**Clock wires, drivers and flops**

Scale bar: 20 um.
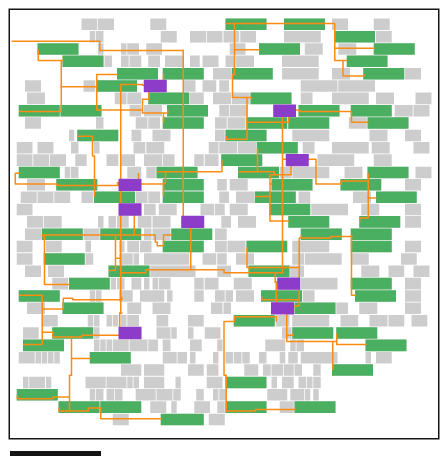
**Cells colored by class**

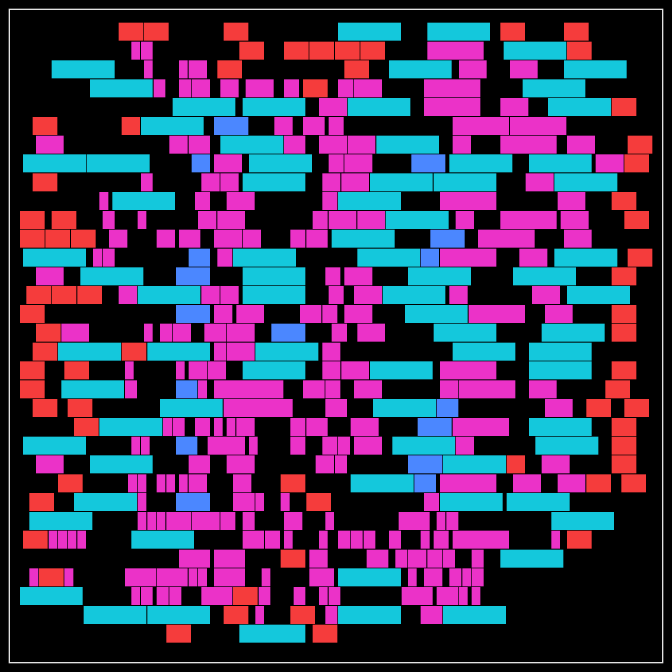
**Register map, names as in the netlist**

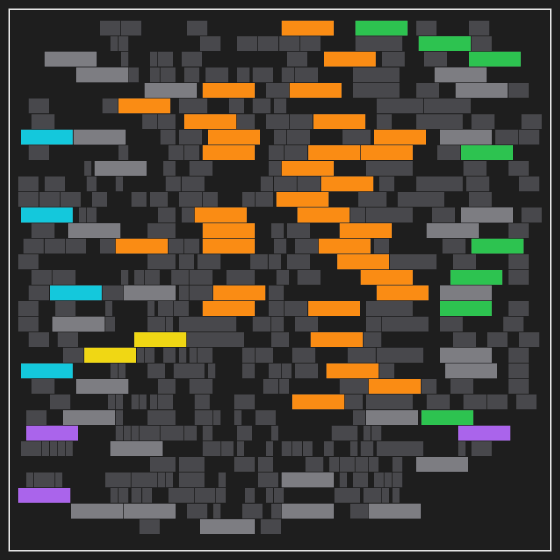
--- src/rtl/alu_op_sequencer.sv ---
// alu_op_sequencer: initiator side of the 8-bit ALU port.
// Accepts register-level commands, reads operands from a 4x8 register bank,
// drives the external ALU for SETTLE_CYC cycles, captures result/flags,
// writes back and returns the result over a valid/ready response channel.
// SETTLE_CYC legal range is 1..15 (4-bit settle counter).
`timescale 1ns/1ps

module alu_op_sequencer #(
  parameter int unsigned SETTLE_CYC = 1
) (
  input  logic       clk,
  input  logic       rst,
  // command channel
  input  logic       cmd_valid,
  output logic       cmd_ready,
  input  logic [2:0] cmd_op,
  input  logic [1:0] cmd_rd,
  input  logic [1:0] cmd_rs1,
  input  logic [1:0] cmd_rs2,
  input  logic [7:0] cmd_imm,
  // external ALU port
  output logic [7:0] alu_a,
  output logic [7:0] alu_b,
  output logic [2:0] alu_op,
  input  logic [7:0] alu_result,
  input  logic [3:0] alu_flags,
  // response channel
  output logic       rsp_valid,
  input  logic       rsp_ready,
  output logic [7:0] rsp_result,
  output logic [3:0] rsp_flags
);

  localparam int unsigned CNT_W = 4;
  localparam logic [CNT_W-1:0] CNT_INIT = CNT_W'(SETTLE_CYC - 1);

  localparam logic [2:0] OP_CMP = 3'b101;
  localparam logic [2:0] OP_LDI = 3'b110;

  typedef enum logic [1:0] {
    IDLE    = 2'd0,
    ISSUE   = 2'd1,
    CAPTURE = 2'd2,
    RESP    = 2'd3
  } state_t;

  state_t           state_q;
  logic [CNT_W-1:0] cnt_q;
  logic [2:0]       op_q;
  logic [1:0]       rd_q;
  logic             cmd_ready_q;
  logic             rsp_valid_q;
  logic [7:0]       rsp_result_q;
  logic [3:0]       flags_q;
  logic [7:0]       alu_a_q;
  logic [7:0]       alu_b_q;
  logic [2:0]       alu_op_q;

  // Register bank and its single write port.
  logic [7:0]       regs_q [4];
  logic [3:0]       wr_en_d;
  logic [7:0]       wr_data_d;
  logic             accept_d;

  assign accept_d = (state_q == IDLE) && cmd_valid && cmd_ready_q;

  // Write-port decode: load-immediate writes at accept, ALU ops (except cmp) at capture.
  always_comb begin
    wr_en_d   = 4'b0000;
    wr_data_d = 8'h00;
    if (accept_d && (cmd_op == OP_LDI)) begin
      wr_en_d[cmd_rd] = 1'b1;
      wr_data_d       = cmd_imm;
    end else if ((state_q == CAPTURE) && (op_q != OP_CMP)) begin
      wr_en_d[rd_q] = 1'b1;
      wr_data_d     = alu_result;
    end
  end

  // One register per bank entry; reset clears the whole bank.
  generate
    for (genvar gi = 0; gi < 4; gi++) begin : g_bank
      always_ff @(posedge clk or posedge rst) begin
        if (rst) begin
          regs_q[gi] <= 8'h00;
        end else if (wr_en_d[gi]) begin
          regs_q[gi] <= wr_data_d;
        end
      end
    end
  endgenerate

  // Command sequencing FSM with all channel/ALU outputs registered.
  always_ff @(posedge clk or posedge rst) begin
    if (rst) begin
      state_q      <= IDLE;
      cnt_q        <= '0;
      op_q         <= 3'b000;
      rd_q         <= 2'b00;
      cmd_ready_q  <= 1'b1;
      rsp_valid_q  <= 1'b0;
      rsp_result_q <= 8'h00;
      flags_q      <= 4'h0;
      alu_a_q      <= 8'h00;
      alu_b_q      <= 8'h00;
      alu_op_q     <= 3'b000;
    end else begin
      case (state_q)
        IDLE: begin
          if (accept_d) begin
            op_q        <= cmd_op;
            rd_q        <= cmd_rd;
            cmd_ready_q <= 1'b0;
            if (cmd_op <= OP_CMP) begin
              // Operands come from the bank as it stands now (pre-write value).
              alu_a_q  <= regs_q[cmd_rs1];
              alu_b_q  <= regs_q[cmd_rs2];
              alu_op_q <= cmd_op;
              cnt_q    <= CNT_INIT;
              state_q  <= ISSUE;
            end else if (cmd_op == OP_LDI) begin
              rsp_result_q <= cmd_imm;
              rsp_valid_q  <= 1'b1;
              state_q      <= RESP;
            end else begin
              rsp_result_q <= 8'h00;
              rsp_valid_q  <= 1'b1;
              state_q      <= RESP;
            end
          end
        end

        ISSUE: begin
          // ALU inputs stay untouched while the external ALU settles.
          if (cnt_q == '0) begin
            state_q <= CAPTURE;
          end else begin
            cnt_q <= cnt_q - CNT_W'(1);
          end
        end

        CAPTURE: begin
          rsp_result_q <= alu_result;
          flags_q      <= alu_flags;
          rsp_valid_q  <= 1'b1;
          state_q      <= RESP;
        end

        RESP: begin
          if (rsp_ready) begin
            rsp_valid_q <= 1'b0;
            cmd_ready_q <= 1'b1;
            state_q     <= IDLE;
          end
        end

        default: begin
          state_q     <= IDLE;
          cmd_ready_q <= 1'b1;
          rsp_valid_q <= 1'b0;
        end
      endcase
    end
  end

  assign cmd_ready  = cmd_ready_q;
  assign rsp_valid  = rsp_valid_q;
  assign rsp_result = rsp_result_q;
  assign rsp_flags  = flags_q;
  assign alu_a      = alu_a_q;
  assign alu_b      = alu_b_q;
  assign alu_op     = alu_op_q;

endmodule

--- config.mk ---
export PLATFORM = sky130hd
export DESIGN_NAME = alu_op_sequencer
export DESIGN_NICKNAME = d
export VERILOG_FILES = /design/src/rtl/alu_op_sequencer.sv
export SDC_FILE = /design/constraint.sdc
export NUM_CORES = 1
export LEC_CHECK = 0
export CAP_MARGIN = 20
export CELL_PAD_IN_SITES_DETAIL_PLACEMENT = 0
export CELL_PAD_IN_SITES_GLOBAL_PLACEMENT = 1
export CORE_UTILIZATION = 46
export DETAILED_ROUTE_END_ITERATION = 6
export MAX_ROUTING_LAYER = met4
export PLACE_DENSITY = 0.82
export SLEW_MARGIN = 0
export SYNTH_ARGS = -nofsm -noshare
export SYNTH_HDL_FRONTEND = slang
export SYNTH_SLANG_ARGS = --single-unit
--- constraint.sdc ---
create_clock -name clk -period 4.7 [get_ports clk]
set_clock_uncertainty 0.15 [all_clocks]
set_input_delay 0.705 -clock clk [delete_from_list [all_inputs] [get_ports clk]]
set_output_delay 0.705 -clock clk [all_outputs]
set_load 0.01 [all_outputs]
==> results.toml <==
# generated from flow reports
[layout]
lay_top_count = "dfrtp_1"

[yosys]
syn_area_per_cell_um2 = 12.4
synth_flops = 76
ys_types = 45
ys_sh_adder = 0.0256
netlist_area_um2 = 3920

[clock_network]
tritoncts = "built"
root_buffer = "clkbuf_8"
h-tree-depth = 3
cts_buffer_depth = 2

[outcome]
status = "finished, final reports clean"

[timing]
setup_slack_ns = 2.01
final.setup.tns_ns = 0

[global_routing]
antenna_found_initial = 0

[power_and_ir_drop]
power_leader = "sequential cells"
p_sw_uw = 317

[route]
vias = 2904
top_layer = "met4"
ant_nets = 0

[critical_path]
cp_top_family = "AND-OR/OR-AND gates"
rrSetupSlack_ns = 2.01

[hold_path]
hp-start = "alu_b[1]"
worstHoldPathType = "reg2reg"

[placed_design]
post-dp-hpwl_mm = 6.92
portBuffers = 65
gp_congestion = 0.842
Back to the opening pictures, 'clock wires, drivers and flops':
[clock drivers] purple | count: 9
[flip-flops] green | count: 76
[clock wires] orange | length: 940 um
flops lie: spread over the die
routed clock nets: 10
Clock Power Share: 0.377
Clk Latency, worst-skew pair: 0.35 ns
Clk power: 463 uW

Back to the opening pictures, 'cells colored by class':
[sequential cells] cyan | cells: 76 | share of their area: 40%
[combinational and other logic] magenta | cells: 228 | share of their area: 42%
[clock drivers and dummy loads] blue | cells: 16 | share of their area: 3.9%
[remaining buffers and delay cells] red | cells: 67 | share of their area: 14%
Design Area, Final: 4840 um2
total core area: 8220 um2
Seq/total area: 0.394
Core Util, Final: 0.589
row count: 33

Back to the opening pictures, 'register map, names as in the netlist':
[alu_op] purple | flops: 3
[rd_q] yellow | flops: 2
[alu_a] green | flops: 8
[rsp_flags] cyan | flops: 4 | where: left middle
[regs_q] orange | flops: 32
not colored: 27
Reg area: 1900 um2
Seq group: 668 uW

Power figures rest on the tool's default switching activity, not on a simulated workload.
